**config.mk**
```make
export PLATFORM = sky130hd
export DESIGN_NAME = sdram_port_arbiter_flat
export DESIGN_NICKNAME = d
export VERILOG_FILES = /design/src/rtl/sdram_port_arbiter_if.sv /design/src/rtl/sdram_port_arbiter.sv /design/src/flat_wrapper.sv
export SDC_FILE = /design/constraint.sdc
export NUM_CORES = 1
export LEC_CHECK = 0
export ABC_AREA = 1
export CORE_ASPECT_RATIO = 1.1
export CORE_UTILIZATION = 25
export DETAILED_ROUTE_END_ITERATION = 10
export HOLD_SLACK_MARGIN = 0.15
export PLACE_DENSITY_LB_ADDON = 0.1
export SLEW_MARGIN = 15
export SYNTH_ARGS = -nofsm -noshare
export SYNTH_HDL_FRONTEND = slang
export SYNTH_SLANG_ARGS = --single-unit
export TNS_END_PERCENT = 100
```
**constraint.sdc**
```tcl
create_clock -name clk -period 3.7 [get_ports clk]
set_clock_uncertainty 0.15 [all_clocks]
set_input_delay 0.555 -clock clk [delete_from_list [all_inputs] [get_ports clk]]
set_output_delay 0.555 -clock clk [all_outputs]
set_load 0.02 [all_outputs]
```
**src/rtl/sdram_port_arbiter_if.sv**
```systemverilog
// Bundle of the two client ports and the SDRAM controller command port.
// The arbiter connects through the slave modport; the clients and the
// controller model (or the surrounding logic) use the master modport.
interface sdram_port_arbiter_if #(
    parameter int ADDR_W = 24,
    parameter int DATA_W = 16
);
    // Client port 0
    logic              p0_req;
    logic              p0_wr;
    logic [ADDR_W-1:0] p0_addr;
    logic [DATA_W-1:0] p0_wdata;
    logic [1:0]        p0_be;
    logic              p0_ack;
    logic [DATA_W-1:0] p0_rdata;

    // Client port 1
    logic              p1_req;
    logic              p1_wr;
    logic [ADDR_W-1:0] p1_addr;
    logic [DATA_W-1:0] p1_wdata;
    logic [1:0]        p1_be;
    logic              p1_ack;
    logic [DATA_W-1:0] p1_rdata;

    // Controller command port
    logic              ctl_req;
    logic              ctl_wr;
    logic [ADDR_W-1:0] ctl_addr;
    logic [DATA_W-1:0] ctl_wdata;
    logic [1:0]        ctl_be;
    logic              ctl_ack;
    logic              ctl_done;
    logic [DATA_W-1:0] ctl_rdata;
    logic              ctl_refresh;
    logic              ctl_refresh_done;

    modport slave (
        input  p0_req, p0_wr, p0_addr, p0_wdata, p0_be,
        output p0_ack, p0_rdata,
        input  p1_req, p1_wr, p1_addr, p1_wdata, p1_be,
        output p1_ack, p1_rdata,
        output ctl_req, ctl_wr, ctl_addr, ctl_wdata, ctl_be, ctl_refresh,
        input  ctl_ack, ctl_done, ctl_rdata, ctl_refresh_done
    );

    modport master (
        output p0_req, p0_wr, p0_addr, p0_wdata, p0_be,
        input  p0_ack, p0_rdata,
        output p1_req, p1_wr, p1_addr, p1_wdata, p1_be,
        input  p1_ack, p1_rdata,
        input  ctl_req, ctl_wr, ctl_addr, ctl_wdata, ctl_be, ctl_refresh,
        output ctl_ack, ctl_done, ctl_rdata, ctl_refresh_done
    );
endinterface

```
**src/rtl/sdram_port_arbiter.sv**
```systemverilog
// Shares one SDRAM controller command port between two clients and an
// internal refresh scheduler. Clients are served round-robin; refresh is
// taken when nobody is asking, or ahead of clients once it becomes urgent.
// A granted client transaction always runs to completion before anything else.
module sdram_port_arbiter #(
    parameter int ADDR_W           = 24,
    parameter int DATA_W           = 16,
    parameter int REFRESH_INTERVAL = 780,
    parameter int MAX_PENDING      = 3,
    parameter int URGENT_PENDING   = 2
) (
    input  logic                 clk,
    input  logic                 reset,
    sdram_port_arbiter_if.slave  bus,
    output logic                 busy,
    output logic                 refresh_overflow
);

    localparam int CNT_W  = $clog2(REFRESH_INTERVAL + 1);
    localparam int PEND_W = $clog2(MAX_PENDING + 1);

    localparam logic [CNT_W-1:0]  CNT_RELOAD  = CNT_W'(REFRESH_INTERVAL - 1);
    localparam logic [PEND_W-1:0] PEND_MAX    = PEND_W'(MAX_PENDING);
    localparam logic [PEND_W-1:0] PEND_URGENT = PEND_W'(URGENT_PENDING);

    typedef enum logic [1:0] {
        IDLE,
        ISSUE,
        WAIT,
        REFRESH
    } state_t;

    state_t             state_q, state_d;
    logic [CNT_W-1:0]   cnt_q, cnt_d;
    logic [PEND_W-1:0]  pend_q, pend_d;
    logic               ovf_q, ovf_d;
    logic               last_grant_q, last_grant_d;
    logic               owner_q, owner_d;
    logic               ctl_req_q, ctl_req_d;
    logic               ctl_wr_q, ctl_wr_d;
    logic [ADDR_W-1:0]  ctl_addr_q, ctl_addr_d;
    logic [DATA_W-1:0]  ctl_wdata_q, ctl_wdata_d;
    logic [1:0]         ctl_be_q, ctl_be_d;
    logic               ctl_refresh_q, ctl_refresh_d;
    logic               p0_ack_q, p0_ack_d;
    logic               p1_ack_q, p1_ack_d;
    logic [DATA_W-1:0]  p0_rdata_q, p0_rdata_d;
    logic [DATA_W-1:0]  p1_rdata_q, p1_rdata_d;

    logic refresh_tick;
    logic refresh_grant;
    logic grant_en;
    logic grant_sel;
    logic complete;
    logic p0_elig;
    logic p1_elig;

    // A client still holding req in its own ack cycle is not a new request.
    assign p0_elig = bus.p0_req && !p0_ack_q;
    assign p1_elig = bus.p1_req && !p1_ack_q;

    // Free-running refresh interval timer, independent of the FSM state.
    always_comb begin
        refresh_tick = (cnt_q == '0);
        cnt_d        = refresh_tick ? CNT_RELOAD : cnt_q - 1'b1;
    end

    // Pending-refresh counter: ticks add, refresh grants remove, saturating.
    always_comb begin
        pend_d = pend_q;
        ovf_d  = ovf_q || (refresh_tick && (pend_q == PEND_MAX));
        if (refresh_tick && !refresh_grant) begin
            if (pend_q != PEND_MAX) begin
                pend_d = pend_q + 1'b1;
            end
        end else if (!refresh_tick && refresh_grant) begin
            pend_d = pend_q - 1'b1;
        end
    end

    // Arbitration FSM next state and registered command/ack outputs.
    always_comb begin
        state_d       = state_q;
        last_grant_d  = last_grant_q;
        owner_d       = owner_q;
        ctl_req_d     = ctl_req_q;
        ctl_wr_d      = ctl_wr_q;
        ctl_addr_d    = ctl_addr_q;
        ctl_wdata_d   = ctl_wdata_q;
        ctl_be_d      = ctl_be_q;
        ctl_refresh_d = ctl_refresh_q;
        p0_ack_d      = 1'b0;
        p1_ack_d      = 1'b0;
        p0_rdata_d    = p0_rdata_q;
        p1_rdata_d    = p1_rdata_q;
        refresh_grant = 1'b0;
        grant_en      = 1'b0;
        grant_sel     = 1'b0;
        complete      = 1'b0;

        case (state_q)
            IDLE: begin
                if (pend_q >= PEND_URGENT) begin
                    refresh_grant = 1'b1;
                end else if (p0_elig && p1_elig) begin
                    grant_en  = 1'b1;
                    grant_sel = ~last_grant_q;
                end else if (p0_elig) begin
                    grant_en  = 1'b1;
                    grant_sel = 1'b0;
                end else if (p1_elig) begin
                    grant_en  = 1'b1;
                    grant_sel = 1'b1;
                end else if (pend_q != '0) begin
                    refresh_grant = 1'b1;
                end

                if (refresh_grant) begin
                    state_d       = REFRESH;
                    ctl_refresh_d = 1'b1;
                end

                if (grant_en) begin
                    state_d      = ISSUE;
                    ctl_req_d    = 1'b1;
                    owner_d      = grant_sel;
                    last_grant_d = grant_sel;
                    ctl_wr_d     = grant_sel ? bus.p1_wr    : bus.p0_wr;
                    ctl_addr_d   = grant_sel ? bus.p1_addr  : bus.p0_addr;
                    ctl_wdata_d  = grant_sel ? bus.p1_wdata : bus.p0_wdata;
                    ctl_be_d     = grant_sel ? bus.p1_be    : bus.p0_be;
                end
            end

            ISSUE: begin
                if (bus.ctl_ack) begin
                    ctl_req_d = 1'b0;
                    if (bus.ctl_done) begin
                        complete = 1'b1;
                    end else begin
                        state_d = WAIT;
                    end
                end
            end

            WAIT: begin
                if (bus.ctl_done) begin
                    complete = 1'b1;
                end
            end

            REFRESH: begin
                if (bus.ctl_refresh_done) begin
                    ctl_refresh_d = 1'b0;
                    state_d       = IDLE;
                end
            end

            default: begin
                state_d = IDLE;
            end
        endcase

        // Completion returns ack (and read data) to the owning client only.
        if (complete) begin
            state_d = IDLE;
            if (owner_q) begin
                p1_ack_d = 1'b1;
                if (!ctl_wr_q) begin
                    p1_rdata_d = bus.ctl_rdata;
                end
            end else begin
                p0_ack_d = 1'b1;
                if (!ctl_wr_q) begin
                    p0_rdata_d = bus.ctl_rdata;
                end
            end
        end
    end

    // State and output registers; reset abandons any transaction at once.
    always_ff @(posedge clk or posedge reset) begin
        if (reset) begin
            state_q       <= IDLE;
            cnt_q         <= CNT_RELOAD;
            pend_q        <= '0;
            ovf_q         <= 1'b0;
            last_grant_q  <= 1'b1;
            owner_q       <= 1'b0;
            ctl_req_q     <= 1'b0;
            ctl_wr_q      <= 1'b0;
            ctl_addr_q    <= '0;
            ctl_wdata_q   <= '0;
            ctl_be_q      <= '0;
            ctl_refresh_q <= 1'b0;
            p0_ack_q      <= 1'b0;
            p1_ack_q      <= 1'b0;
            p0_rdata_q    <= '0;
            p1_rdata_q    <= '0;
        end else begin
            state_q       <= state_d;
            cnt_q         <= cnt_d;
            pend_q        <= pend_d;
            ovf_q         <= ovf_d;
            last_grant_q  <= last_grant_d;
            owner_q       <= owner_d;
            ctl_req_q     <= ctl_req_d;
            ctl_wr_q      <= ctl_wr_d;
            ctl_addr_q    <= ctl_addr_d;
            ctl_wdata_q   <= ctl_wdata_d;
            ctl_be_q      <= ctl_be_d;
            ctl_refresh_q <= ctl_refresh_d;
            p0_ack_q      <= p0_ack_d;
            p1_ack_q      <= p1_ack_d;
            p0_rdata_q    <= p0_rdata_d;
            p1_rdata_q    <= p1_rdata_d;
        end
    end

    assign bus.ctl_req     = ctl_req_q;
    assign bus.ctl_wr      = ctl_wr_q;
    assign bus.ctl_addr    = ctl_addr_q;
    assign bus.ctl_wdata   = ctl_wdata_q;
    assign bus.ctl_be      = ctl_be_q;
    assign bus.ctl_refresh = ctl_refresh_q;
    assign bus.p0_ack      = p0_ack_q;
    assign bus.p1_ack      = p1_ack_q;
    assign bus.p0_rdata    = p0_rdata_q;
    assign bus.p1_rdata    = p1_rdata_q;
    assign busy             = (state_q != IDLE);
    assign refresh_overflow = ovf_q;

endmodule
```
**src/flat_wrapper.sv**
```systemverilog
// flat-port wrapper written by rule: the top's interface ports become plain ports
module sdram_port_arbiter_flat 
#(
    parameter int ADDR_W           = 24,
    parameter int DATA_W           = 16,
    parameter int REFRESH_INTERVAL = 780,
    parameter int MAX_PENDING      = 3,
    parameter int URGENT_PENDING   = 2
)
  (clk, reset, busy, refresh_overflow, bus_p0_req, bus_p0_wr, bus_p0_addr, bus_p0_wdata, bus_p0_be, bus_p0_ack, bus_p0_rdata, bus_p1_req, bus_p1_wr, bus_p1_addr, bus_p1_wdata, bus_p1_be, bus_p1_ack, bus_p1_rdata, bus_ctl_req, bus_ctl_wr, bus_ctl_addr, bus_ctl_wdata, bus_ctl_be, bus_ctl_refresh, bus_ctl_ack, bus_ctl_done, bus_ctl_rdata, bus_ctl_refresh_done);
  sdram_port_arbiter_if #(.ADDR_W(ADDR_W), .DATA_W(DATA_W)) bus_i ();
  input  logic clk;
  input  logic reset;
  output logic busy;
  output logic refresh_overflow;
  input wire logic [$bits(bus_i.p0_req)-1:0] bus_p0_req;
  input wire logic [$bits(bus_i.p0_wr)-1:0] bus_p0_wr;
  input wire logic [$bits(bus_i.p0_addr)-1:0] bus_p0_addr;
  input wire logic [$bits(bus_i.p0_wdata)-1:0] bus_p0_wdata;
  input wire logic [$bits(bus_i.p0_be)-1:0] bus_p0_be;
  output wire logic [$bits(bus_i.p0_ack)-1:0] bus_p0_ack;
  output wire logic [$bits(bus_i.p0_rdata)-1:0] bus_p0_rdata;
  input wire logic [$bits(bus_i.p1_req)-1:0] bus_p1_req;
  input wire logic [$bits(bus_i.p1_wr)-1:0] bus_p1_wr;
  input wire logic [$bits(bus_i.p1_addr)-1:0] bus_p1_addr;
  input wire logic [$bits(bus_i.p1_wdata)-1:0] bus_p1_wdata;
  input wire logic [$bits(bus_i.p1_be)-1:0] bus_p1_be;
  output wire logic [$bits(bus_i.p1_ack)-1:0] bus_p1_ack;
  output wire logic [$bits(bus_i.p1_rdata)-1:0] bus_p1_rdata;
  output wire logic [$bits(bus_i.ctl_req)-1:0] bus_ctl_req;
  output wire logic [$bits(bus_i.ctl_wr)-1:0] bus_ctl_wr;
  output wire logic [$bits(bus_i.ctl_addr)-1:0] bus_ctl_addr;
  output wire logic [$bits(bus_i.ctl_wdata)-1:0] bus_ctl_wdata;
  output wire logic [$bits(bus_i.ctl_be)-1:0] bus_ctl_be;
  output wire logic [$bits(bus_i.ctl_refresh)-1:0] bus_ctl_refresh;
  input wire logic [$bits(bus_i.ctl_ack)-1:0] bus_ctl_ack;
  input wire logic [$bits(bus_i.ctl_done)-1:0] bus_ctl_done;
  input wire logic [$bits(bus_i.ctl_rdata)-1:0] bus_ctl_rdata;
  input wire logic [$bits(bus_i.ctl_refresh_done)-1:0] bus_ctl_refresh_done;
  assign bus_i.p0_req = bus_p0_req;
  assign bus_i.p0_wr = bus_p0_wr;
  assign bus_i.p0_addr = bus_p0_addr;
  assign bus_i.p0_wdata = bus_p0_wdata;
  assign bus_i.p0_be = bus_p0_be;
  assign bus_p0_ack = bus_i.p0_ack;
  assign bus_p0_rdata = bus_i.p0_rdata;
  assign bus_i.p1_req = bus_p1_req;
  assign bus_i.p1_wr = bus_p1_wr;
  assign bus_i.p1_addr = bus_p1_addr;
  assign bus_i.p1_wdata = bus_p1_wdata;
  assign bus_i.p1_be = bus_p1_be;
  assign bus_p1_ack = bus_i.p1_ack;
  assign bus_p1_rdata = bus_i.p1_rdata;
  assign bus_ctl_req = bus_i.ctl_req;
  assign bus_ctl_wr = bus_i.ctl_wr;
  assign bus_ctl_addr = bus_i.ctl_addr;
  assign bus_ctl_wdata = bus_i.ctl_wdata;
  assign bus_ctl_be = bus_i.ctl_be;
  assign bus_ctl_refresh = bus_i.ctl_refresh;
  assign bus_i.ctl_ack = bus_ctl_ack;
  assign bus_i.ctl_done = bus_ctl_done;
  assign bus_i.ctl_rdata = bus_ctl_rdata;
  assign bus_i.ctl_refresh_done = bus_ctl_refresh_done;
  sdram_port_arbiter #(.ADDR_W(ADDR_W), .DATA_W(DATA_W), .REFRESH_INTERVAL(REFRESH_INTERVAL), .MAX_PENDING(MAX_PENDING), .URGENT_PENDING(URGENT_PENDING)) u_core (.clk(clk), .reset(reset), .bus(bus_i), .busy(busy), .refresh_overflow(refresh_overflow));
endmodule
```
**Run 1: the clock network**

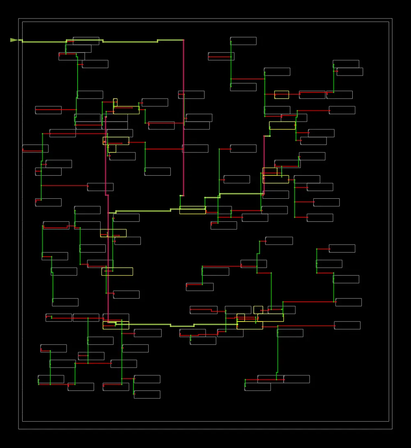
CLK BUF: 12
clock buffer count from CTS: 9
worst skew pair latency: 0.34 ns

**Run 1: cell sizes after repair**

Bar = 50 µm.
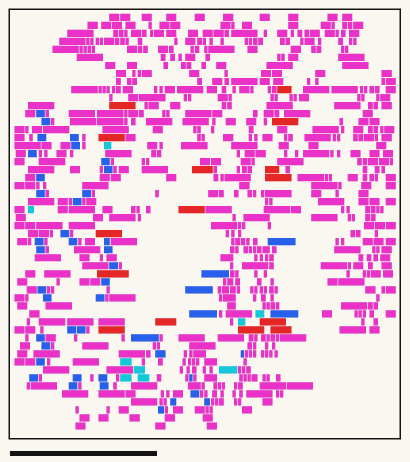
Red shows drive 6 and up, cells 15, share 2.0%, most used clkbuf_16. Blue shows drive 2, cells 46, share 6.1%, most used o21ai_2. Magenta shows drive 1 or less, cells 679, share 91%, most used clkdlybuf4s50_1. Cyan shows drive 3 to 4, cells 9, share 1.2%.

==> results.txt, run 1 <==
RSZ-0062 raised after global routing -> no
Placed Cells incl. Taps -> 976
# Max-Cap Violations -> 0
Status -> finished, final reports clean
R2R Path Start -> u_core.state_q[1]
Flop pwr share -> 0.327
P_int -> 0.00321 W
Area leader share -> 0.482
Clock Power -> 0.000964 W
CTS resizes -> 0
Sequential power -> 0.00173 W
Post-synth seq share -> 0.516
Slew Limit Fails -> 0
Adder Share, Synth -> 0.0161
Worst-Margin Slew -> 0.691 ns
H-tree depth -> 3
Share of cells above drive strength 1 -> 0.0935
Inverter count -> 94
Reg clk slew, reported paths -> 0.06 ns
Largest net degree at the start of global routing -> 87
IO Pins -> 190
Switch share -> 0.396
Synth logic family -> simple AND/OR/NAND/NOR gates
TritonCTS clock tree -> done
Comb power frac -> 0.492
Nets -> 859
Repair and plain buffers -> 192
P_sw -> 0.00210 W
Post-CTS setup buffers -> 0
Simple-Gate Area Share -> 0.191
Core Util at FP -> 0.254
CP endpoint kind -> output port
Design Area, Final -> 7090 µm²
Synth Cell Area -> 4670 µm²
Hold-fix buffers at CTS -> 0
CP max stage cell -> clkdlybuf4s50_1
Most frequent logic cells in the routed design -> clkdlybuf4s50_1 (189), nand2_1 (161), inv_1 (91), dfrtp_1 (90), a21oi_1 (46)
Critical path arrival -> 1.86 ns
DR pass1 iterations -> 4
Wire per inst -> 12.9 µm
Clock Network Area Fraction -> 0.0438
Post-DP HPWL -> 9350 µm
Fraction of registers with async set/reset -> 1.00
Vias in the first global route -> 3,949
Hold EP -> u_core.cnt_q[0]
Reg2reg setup slack -> 1.75 ns
Yosys cell count -> 565
Hold Path Class -> flop to flop
**Run 1: sequential cells coloured by netlist name**

Other sequential cells in the stronger grey, the rest of the logic in the fainter grey.
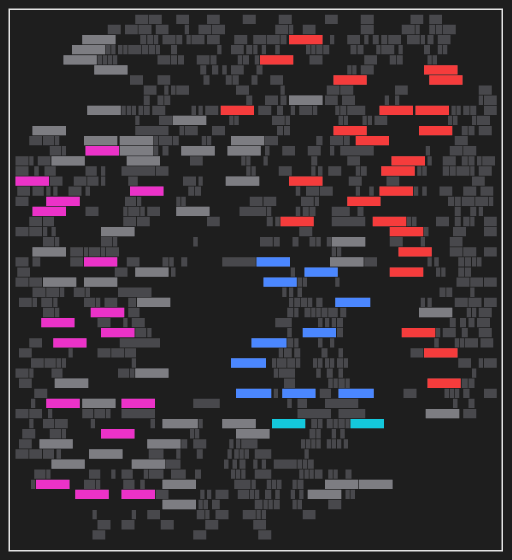
Cyan shows u_core.pend_q, flops 2. Red shows u_core.bus.ctl_addr, flops 24. Blue shows u_core.cnt_q, flops 10, where middle. Magenta shows u_core.bus.p1_rdata, flops 16.

**Run 1: met4 routing**

Supply wires on this layer in grey.
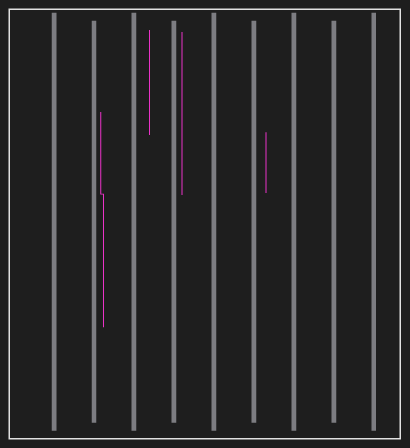
3 nets have wire on it. The layer carries 185 µm of wire.

## run 1: per-stage QoR
step	setup WS (ns)	utilization	hold slack, ns	power, W
finish	1.14	0.386	0.322	0.00531
global route	1.02	0.386	0.347	0.00570
CTS	1.11	0.386	0.321	0.00540
detailed placement	1.45	0.369	0.305	0.00440
global placement	1.47	0.369	0.300	0.00438
floorplan	0.500	-	0.287	0.00321
## run 1: worst max-delay path: cells and delay by family, from the launching register on
| kind | cells | cell delay, ns |
|---|---|---|
| adders and majority gates | 1 | 0.28 |
| buffers and inverters | 3 | 0.83 |
| DFF | 1 | 0.41 |
## run 1: metal layers
metal  vias to the layer above  GRT usage  part of all wire
met5                         -          0                 0
met4                         0     0.0431             0.014
met3                        12     0.0524             0.082
met2                       119      0.234              0.49
met1                      1855      0.156              0.42
li1                       2132          -                 -
**Run 1: clock wires, drivers and flops**

Bar = 50 µm.
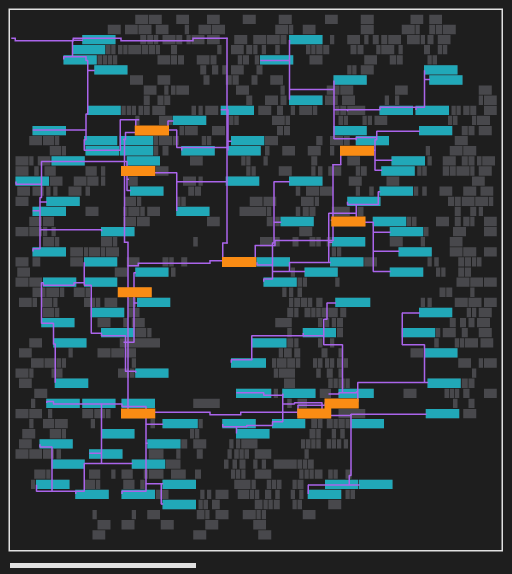

==> inputs of run 2 (changes only) <==
clock period = 2.5 ns   (was 3.7 ns; I/O delays follow)
**Run 2: clock wires, drivers and flops**

Bar = 50 µm.
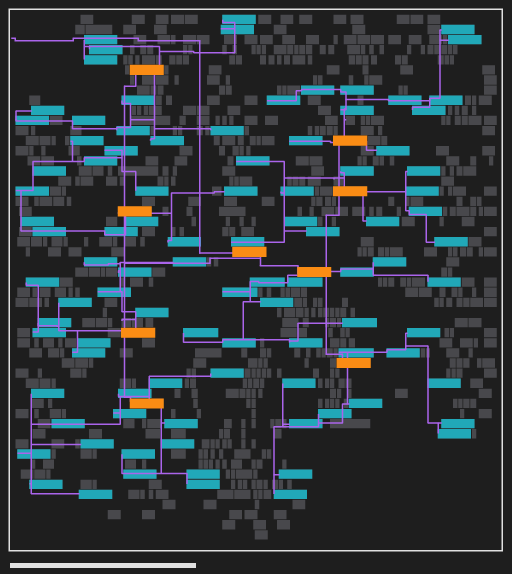
Purple shows clock wires, length 1,460 µm. Cyan shows flip-flops, count 96. Orange shows cells driving clock nets, count 9.
Position of the flops: all over the die. There are 10 routed clock nets.

**Run 2: the clock network**

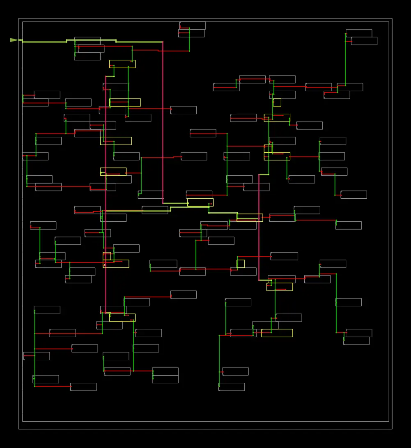
Clock Power: 0.00162 W
# clock sinks: 96
worst skew pair latency: 0.35 ns
registers: 96

==> run 2 against run 1 <==
- worst hold slack got worse by 0.0025 ns
- die area is the same
- wire length increased by 1.6%
- synthesized area is the same
- clock power up 68%
- combinational power up 48%
- register-to-register slack worse by 1.2 ns
- total power is 51% higher
- synthesized cell count unchanged
- clock-buffer cell count is 3 lower
==> results.txt, run 2 <==
Status -> finished, final reports clean
Core Util at FP -> 0.254 (unchanged)
Sequential power -> 0.00255 W (+47%)
Top delay family on crit path -> buffers and inverters
TritonCTS clock tree -> done
Share of cells above drive strength 1 -> 0.0972 (+0.00375)
CTS resizes -> 0 (unchanged)
Simple-Gate Area Share -> 0.191 (unchanged)
Total power -> 0.00804 W (+51%)
Inverter count -> 94 (unchanged)
Worst-Margin Slew -> 0.544 ns (-0.146 ns)
Comb power frac -> 0.481 (-0.011)
Synth Cell Area -> 4670 µm² (unchanged)
Flop pwr share -> 0.318 (-0.009)
Switch share -> 0.390 (-0.00545)
Most frequent logic cells in the routed design -> clkdlybuf4s50_1 (189), nand2_1 (161), inv_1 (91), dfrtp_1 (90), a21oi_1 (46)
Hold Path Class -> flop to flop
Hold-fix buffers at CTS -> 0 (unchanged)
CLK BUF -> 9 (-3)
DR pass1 iterations -> 4 (unchanged)
P_sw -> 0.00314 W (+49%)
R2R Path Start -> u_core.state_q[0]
CP max stage cell -> clkdlybuf4s50_1
RSZ-0062 raised after global routing -> no
Synth logic family -> simple AND/OR/NAND/NOR gates
Slew Limit Fails -> 0 (unchanged)
CP endpoint kind -> output port
Worst slack at placement -> 0.326 ns (-1.13 ns)
# Max-Cap Violations -> 0 (unchanged)
Repair and plain buffers -> 194 (+1.0%)
H-tree depth -> 3 (unchanged)
Clock Network Area Fraction -> 0.0484 (+0.00464)
Final WS setup -> 0.106 ns (-1.03 ns)
Wire per inst -> 13.1 µm (+1.4%)
P_int -> 0.00490 W (+53%)
Critical path arrival -> 1.87 ns (about the same)
Nets -> 861 (+0.23%)
Largest net degree at the start of global routing -> 97 (+11%)
**Run 2: cell sizes after repair**

Bar = 50 µm.
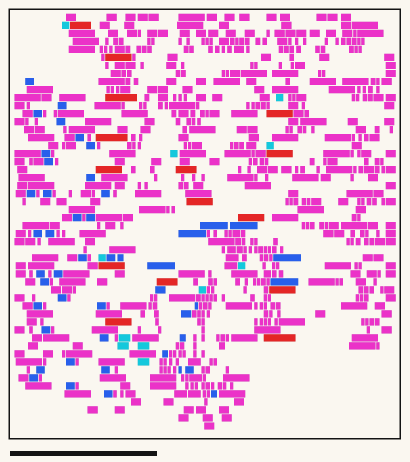
Red shows drive 6 and up, cells 15, share 2.0%, most used clkbuf_16. Magenta shows drive 1 or less, cells 678, share 90%, most used clkdlybuf4s50_1. Blue shows drive 2, cells 47, share 6.3%, most used o21ai_2. Cyan shows drive 3 to 4, cells 11, share 1.5%, most used clkinvlp_4.

run 2: worst min-delay path, stage by stage, from the launching register on:
cell,delay (ns)
dfrtp_1,0.35
inv_1,0.04
nand2_1,0.05
run 2: how the worst min path moves through the flow:
stage / end / slack (ns) / depth (start not counted)
floorplan: u_core.cnt_q[0] / 0.29 / 1
global placement: u_core.cnt_q[0] / 0.30 / 1
detailed placement: u_core.cnt_q[0] / 0.30 / 1
CTS: u_core.cnt_q[0] / 0.32 / 1
global route: u_core.bus.p0_rdata[10] / 0.35 / 2
finish: u_core.refresh_overflow / 0.32 / 2
run 2: per-layer routing:
layer	wire (µm)	GRT usage
met1	5440	0.156
met2	6320	0.243
met3	977	0.0472
met4	294	0.0615
met5	0	0
**Run 2: met4 routing**

Supply wires on this layer in grey.
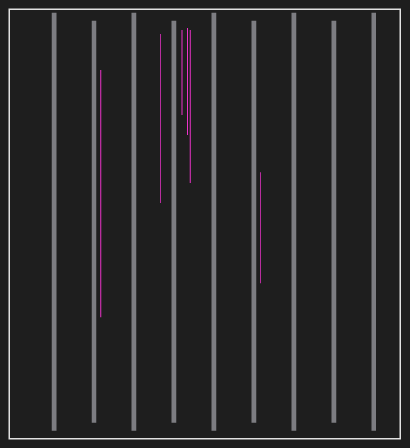

==> inputs of run 3 (changes only) <==
CTS_CLUSTER_DIAMETER = 150   (was unset)
DONT_BUFFER_PORTS = 1   (was unset)
SLEW_MARGIN = 20   (was 15)
**Run 3: met4 routing**

Supply wires on this layer in grey.
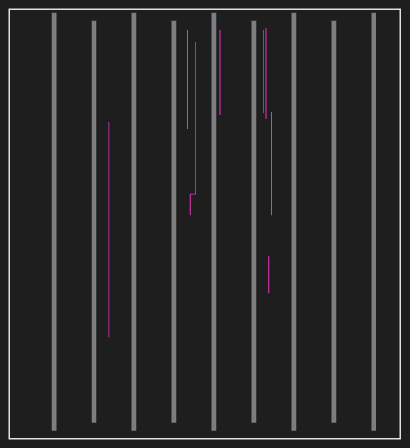
The longest straight run is 72.8 µm. The layer carries 300 µm of wire. 6 nets have wire on it. The layer holds 2.4% of the routed length. The wires run mostly vertical.

**Run 3: the clock network**

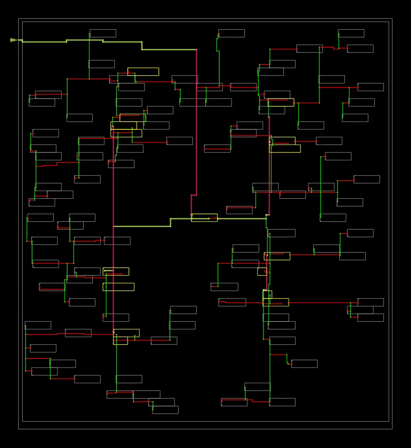
CLK BUF: 10
Clock Power: 0.00173 W
worst skew pair latency: 0.34 ns

**Run 3: cell sizes after repair**

Bar = 50 µm.
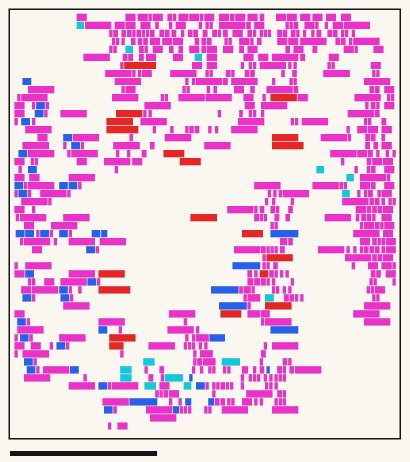
Magenta shows drive 1 or less, cells 589, share 88%, most used nand2_1. Cyan shows drive 3 to 4, cells 14, share 2.1%, most used buf_4. Blue shows drive 2, cells 46, share 6.9%, most used o21ai_2. Red shows drive 6 and up, cells 19, share 2.8%, most used clkbuf_16.

==> run 3 against run 2 <==
- setup slack gained 0.091 ns
- total power shrank 10%
- largest power group is now sequential cells
- clock power grew 7%
- sequential cell count is the same
- wire length shrank 5.7%
- critical path depth grew 3
- fmax grew 3.9%
- worst hold slack lost 0.16 ns
- first-iteration DRC count shrank 18%
- non-clock buffer count shrank 83
==> results.txt, run 3 <==
Most frequent logic cell in the layout -> nand2_1
Comb power frac -> 0.288 (-0.193)
Worst slack at placement -> 0.446 ns (+0.119 ns)
Worst-Margin Slew -> 0.833 ns (+0.289 ns)
R2R Path Start -> u_core.bus.p1_ack
Most frequent logic cells in the routed design -> nand2_1 (161), dlygate4sd3_1 (101), inv_1 (91), dfrtp_1 (90), a21oi_1 (46)
Inverter count -> 94 (unchanged)
Reg clk slew, reported paths -> 0.07 ns
Simple-Gate Area Share -> 0.191 (unchanged)
P_sw -> 0.00303 W (-3.4%)
Top delay family on crit path -> buffers and inverters
Total power -> 0.00723 W (-10%)
Synth Cell Area -> 4670 µm² (unchanged)
Area growth syn-to-layout -> 36.0%
Synth logic family -> simple AND/OR/NAND/NOR gates
Flop pwr share -> 0.473 (+0.155)
DR pass1 iterations -> 7 (+3)
H-tree depth -> 3 (unchanged)
Grt total ovfl -> 0
Core Util at FP -> 0.254 (unchanged)
Final WS setup -> 0.197 ns (+0.0909 ns)
CP max stage cell -> dlygate4sd3_1
Hold Path Class -> input port to flop
Registers -> 96 (unchanged)
Switch share -> 0.419 (+0.0287)
Wire per inst -> 13.5 µm (+2.9%)
Post-synth seq share -> 0.516
Fraction of registers with async set/reset -> 1.00
P_int -> 0.00420 W (-14%)
Critical path arrival -> 2.44 ns (+0.57 ns)
Global Route Usage Sum -> 0.130
CTS resizes -> 0 (unchanged)
Repair and plain buffers -> 111 (-43%)
Share of cells above drive strength 1 -> 0.118 (+0.0211)
Slew Limit Fails -> 0 (unchanged)
RSZ-0062 raised after global routing -> no
# Max-Cap Violations -> 0 (unchanged)
Status -> finished, final reports clean
Logic share of the area -> 0.278
-- run 3: cell counts after synthesis --
No cell type changed its count.
-- run 3: layer usage --
layer  wire length, µm  vias up  GRT usage
met5                 0        -          0
met4               300        0     0.0644
met3               858       19     0.0367
met2              6040      130      0.223
met1              5090     1799      0.149
li1                  -     1956          -
-- run 3: worst paths after layout --
kind	endpoint	slack [ns]	depth (start not counted)
worst min-delay path	u_core.bus.ctl_wdata[11]	0.16	4
worst min register to register	u_core.cnt_q[0]	0.31	1
max in group asynchronous	u_core.last_grant_q	0.95	3
worst max-delay path	u_core.bus.ctl_addr[15]	0.20	7
min in group asynchronous	u_core.bus.ctl_wdata[1]	0.51	2
worst max register to register	u_core.bus.ctl_addr[15]	0.20	7
No activity file was given, so power comes from the tool's default toggle rates.
